[config.mk]
export PLATFORM = sky130hd
export DESIGN_NAME = turn_controller
export DESIGN_NICKNAME = d
export VERILOG_FILES = /design/src/rtl/turn_pkg.sv /design/src/rtl/turn_controller_strike_counter.sv /design/src/rtl/turn_controller.sv
export SDC_FILE = /design/constraint.sdc
export NUM_CORES = 1
export LEC_CHECK = 0
export CAP_MARGIN = 20
export CORE_AREA = 4 4 60 62
export DETAILED_ROUTE_END_ITERATION = 6
export DIE_AREA = 0 0 64 66
export PLACE_DENSITY_LB_ADDON = 0.1
export SLEW_MARGIN = 20
export SYNTH_ARGS = -nofsm -noshare
export SYNTH_HDL_FRONTEND = slang
export SYNTH_HIERARCHICAL = 1
export SYNTH_SLANG_ARGS = --single-unit
[constraint.sdc]
create_clock -name clk -period 1.72 [get_ports clk]
set_input_delay 0.344 -clock clk [delete_from_list [all_inputs] [get_ports clk]]
set_output_delay 0.344 -clock clk [all_outputs]
set_load 0.02 [all_outputs]
[src/rtl/turn_pkg.sv]
// Shared types and constants for the two-player turn sequencer.
package turn_pkg;

    typedef enum logic [2:0] {
        IDLE = 3'd0,
        ARM  = 3'd1,
        PLAY = 3'd2,
        AUTO = 3'd3,
        OVER = 3'd4
    } turn_state_t;

    localparam logic P1 = 1'b0;
    localparam logic P2 = 1'b1;

    localparam logic [1:0] WIN_NONE = 2'b00;
    localparam logic [1:0] WIN_P1   = 2'b01;
    localparam logic [1:0] WIN_P2   = 2'b10;

    function automatic logic [1:0] win_code(input logic player);
        return (player == P2) ? WIN_P2 : WIN_P1;
    endfunction

endpackage

[src/rtl/turn_controller_strike_counter.sv]
// Per-player consecutive-timeout counter, saturating at MAX_STRIKES.
// limit means the next strike reaches MAX_STRIKES (i.e. forfeits).
module strike_counter #(
    parameter int MAX_STRIKES = 3
) (
    input  logic       clk,
    input  logic       rst,
    input  logic       clr,
    input  logic       inc,
    output logic [3:0] count,
    output logic       limit
);
    localparam logic [3:0] MAX = 4'(MAX_STRIKES);

    always_ff @(posedge clk or posedge rst) begin
        if (rst)
            count <= 4'd0;
        else if (clr)
            count <= 4'd0;
        else if (inc && (count != MAX))
            count <= count + 4'd1;
    end

    assign limit = (count == (MAX - 4'd1));

endmodule

[src/rtl/turn_controller.sv]
// Two-player turn sequencer driving the 10-second turn timer.
// Optional auto-move on timeout is built when TURN_AUTO_MOVE_EN is defined.
//
// state | meaning
// IDLE  | no game; timer held in reset
// ARM   | one cycle of timer reset before a turn
// PLAY  | turn in progress; timer running
// AUTO  | turn timed out; waiting for the auto-move to land
// OVER  | game finished; winner held until start
module turn_controller
    import turn_pkg::*;
#(
    parameter int MAX_STRIKES = 3
) (
    input  logic       clk,
    input  logic       rst,
    input  logic       start,
    input  logic       move_done,
    input  logic       game_won,
    input  logic       timeout,
    output logic       timer_enable,
    output logic       timer_reset,
    output logic       current_player,
    output logic       auto_move,
    output logic [1:0] winner,
    output logic [3:0] strikes_p1,
    output logic [3:0] strikes_p2,
    output logic [7:0] turn_count,
    output logic [2:0] state
);
    turn_state_t state_q, state_next;
    logic        player_next;
    logic [1:0]  win_next;
    logic        game_clr, turn_inc, clr_mover, inc_mover;
    logic        limit_p1, limit_p2, mover_limit;

    assign mover_limit = (current_player == P1) ? limit_p1 : limit_p2;

    always_comb begin
        state_next  = state_q;
        player_next = current_player;
        win_next    = winner;
        game_clr    = 1'b0;
        turn_inc    = 1'b0;
        clr_mover   = 1'b0;
        inc_mover   = 1'b0;
        unique case (state_q)
            IDLE, OVER: begin
                if (start) begin
                    state_next  = ARM;
                    player_next = P1;
                    win_next    = WIN_NONE;
                    game_clr    = 1'b1;
                end
            end
            ARM: state_next = PLAY;
            PLAY: begin
                if (move_done && game_won) begin
                    state_next = OVER;
                    win_next   = win_code(current_player);
                end else if (move_done) begin
                    clr_mover   = 1'b1;
                    player_next = ~current_player;
                    turn_inc    = 1'b1;
                    state_next  = ARM;
                end else if (timeout) begin
                    inc_mover = 1'b1;
                    if (mover_limit) begin
                        state_next = OVER;
                        win_next   = win_code(~current_player);
                    end else begin
`ifdef TURN_AUTO_MOVE_EN
                        state_next = AUTO;
`else
                        player_next = ~current_player;
                        turn_inc    = 1'b1;
                        state_next  = ARM;
`endif
                    end
                end
            end
`ifdef TURN_AUTO_MOVE_EN
            // The auto-move never forgives strikes; only a real move does.
            AUTO: begin
                if (move_done && game_won) begin
                    state_next = OVER;
                    win_next   = win_code(current_player);
                end else if (move_done) begin
                    player_next = ~current_player;
                    turn_inc    = 1'b1;
                    state_next  = ARM;
                end
            end
`endif
            default: state_next = IDLE;
        endcase
    end

    always_ff @(posedge clk or posedge rst) begin
        if (rst) begin
            state_q        <= IDLE;
            current_player <= P1;
            winner         <= WIN_NONE;
            turn_count     <= 8'd0;
        end else begin
            state_q        <= state_next;
            current_player <= player_next;
            winner         <= win_next;
            if (game_clr)
                turn_count <= 8'd0;
            else if (turn_inc && (turn_count != 8'hFF))
                turn_count <= turn_count + 8'd1;
        end
    end

`ifdef TURN_AUTO_MOVE_EN
    always_ff @(posedge clk or posedge rst) begin
        if (rst)
            auto_move <= 1'b0;
        else
            auto_move <= (state_q == PLAY) && (state_next == AUTO);
    end
`else
    assign auto_move = 1'b0;
`endif

    assign timer_enable = (state_q == PLAY);
    assign timer_reset  = (state_q == IDLE) || (state_q == ARM) || (state_q == OVER);
    assign state        = state_q;

    strike_counter #(.MAX_STRIKES(MAX_STRIKES)) u_strikes_p1 (
        .clk   (clk),
        .rst   (rst),
        .clr   (game_clr || (clr_mover && (current_player == P1))),
        .inc   (inc_mover && (current_player == P1)),
        .count (strikes_p1),
        .limit (limit_p1)
    );

    strike_counter #(.MAX_STRIKES(MAX_STRIKES)) u_strikes_p2 (
        .clk   (clk),
        .rst   (rst),
        .clr   (game_clr || (clr_mover && (current_player == P2))),
        .inc   (inc_mover && (current_player == P2)),
        .count (strikes_p2),
        .limit (limit_p2)
    );

endmodule

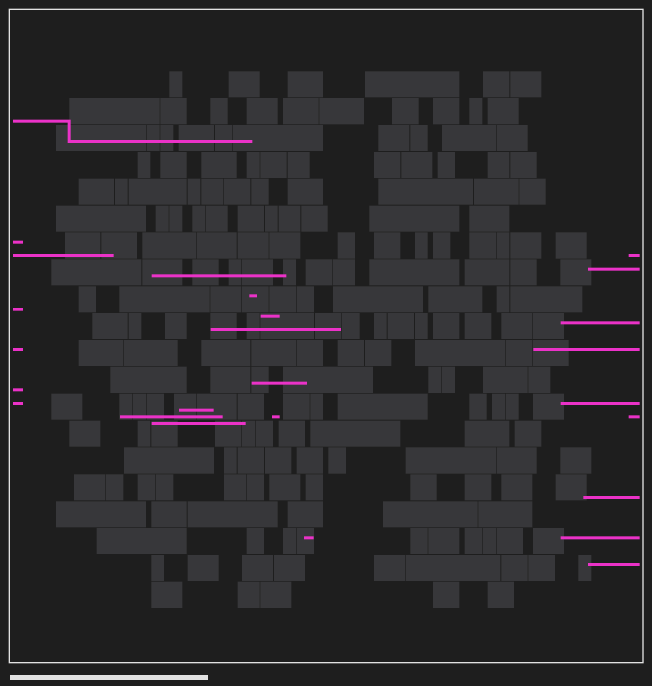
met3.png
The bar under the picture is 20 um long.
The wires run mostly horizontal. The layer carries 147 um of wire. The layer holds 4.4% of the routed length.
GRT met3 Usage: 3.06%
final wirelength: 3310 um
Vias: 1265

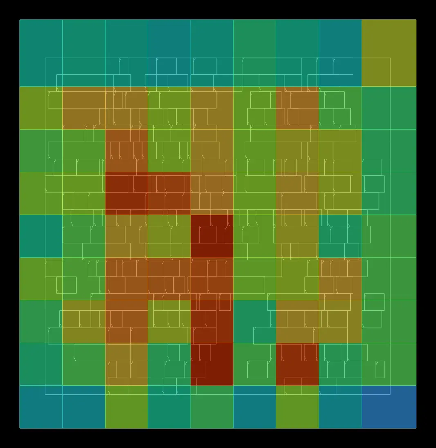
final_congestion.png
met2 GRT Util: 31.1%
most used routing layer: met2
Final Util: 65.3%
Total GRT Usage: 16.7%
wire length per cell: 13.4 um

[kinds of logic after synthesis]
logic type | count (synthesis) | share of synthesized area [%]
compound gates | 31 | 16.6
xor+xnor | 5 | 3.41
fa+ha+maj | 5 | 4.87
buf+inv | 13 | 4.28
flops | 22 | 42.8
mux | 7 | 5.94
other cells | 1 | 0.292
simple gates | 53 | 21.8
[report_power, final]
group / total (W) / switching, W / internal [W]
Sequential: 0.000692 / 0.0000756 / 0.000616
Combinational: 0.00117 / 0.000621 / 0.000545
Clock: 0.000286 / 0.000157 / 0.000129
[repair_timing]
item,4_1_cts,5_1_grt
buffers inserted,1,4
gates resized,28,11
pin swaps,3,2
endpoints found under the setup margin,30,17
[state kept, by name, summed over array words and instances, names as in the netlist]
name	count
current_player	1
turn_count	8
winner	2
state	3
u_strikes_p1/count	4
u_strikes_p2/count	4
==> results.toml <==
# physical design summary
[clocking]
cts_tree = "built"
cts_buffers = 3

[place]
dp_hpwl_um = 2570
dpl_cell_area_um2 = 1880
dp.cells = 238
pre_cts_slack_ns = -0.182
io_buffers = 29

[status]
status = "complete, but fails checks"
violations = "negative setup slack"

[grt]
met1_usage_pct = 18.9
overflow = 0

[drt]
met3_length_um = 146
met2_length_um = 1710
first_pass_iters = 4

[floorplanning]
dieArea_um2 = 4220

[setup_path]
cpLargestDelayFamily = "simple AND/OR/NAND/NOR gates"
worstPathMaxFanout = 5
crit_end = "turn_count[5]"
reg2regPathDepth = 7
reg2reg_slack_ns = -0.10
crit_cells = 7
end_kind = "register"
cp-start-kind = "register"
crit_start = "u_strikes_p1/count[0]"

[timing]
maxSlewHeadroom_pct = 64.3
setup_viol = 7
fin_ws_ns = -0.104

[synthesis]
synth_area_um2 = 1280
common_cells = "dfrtp_1 (22), nand2_1 (15), inv_1 (10), nor2_1 (10)"
fp_nets = 148

[finish]
signal_buffers = 65
comb_area_share_pct = 37.4
regArea_um2 = 556

[flow_run]
warnings = 31
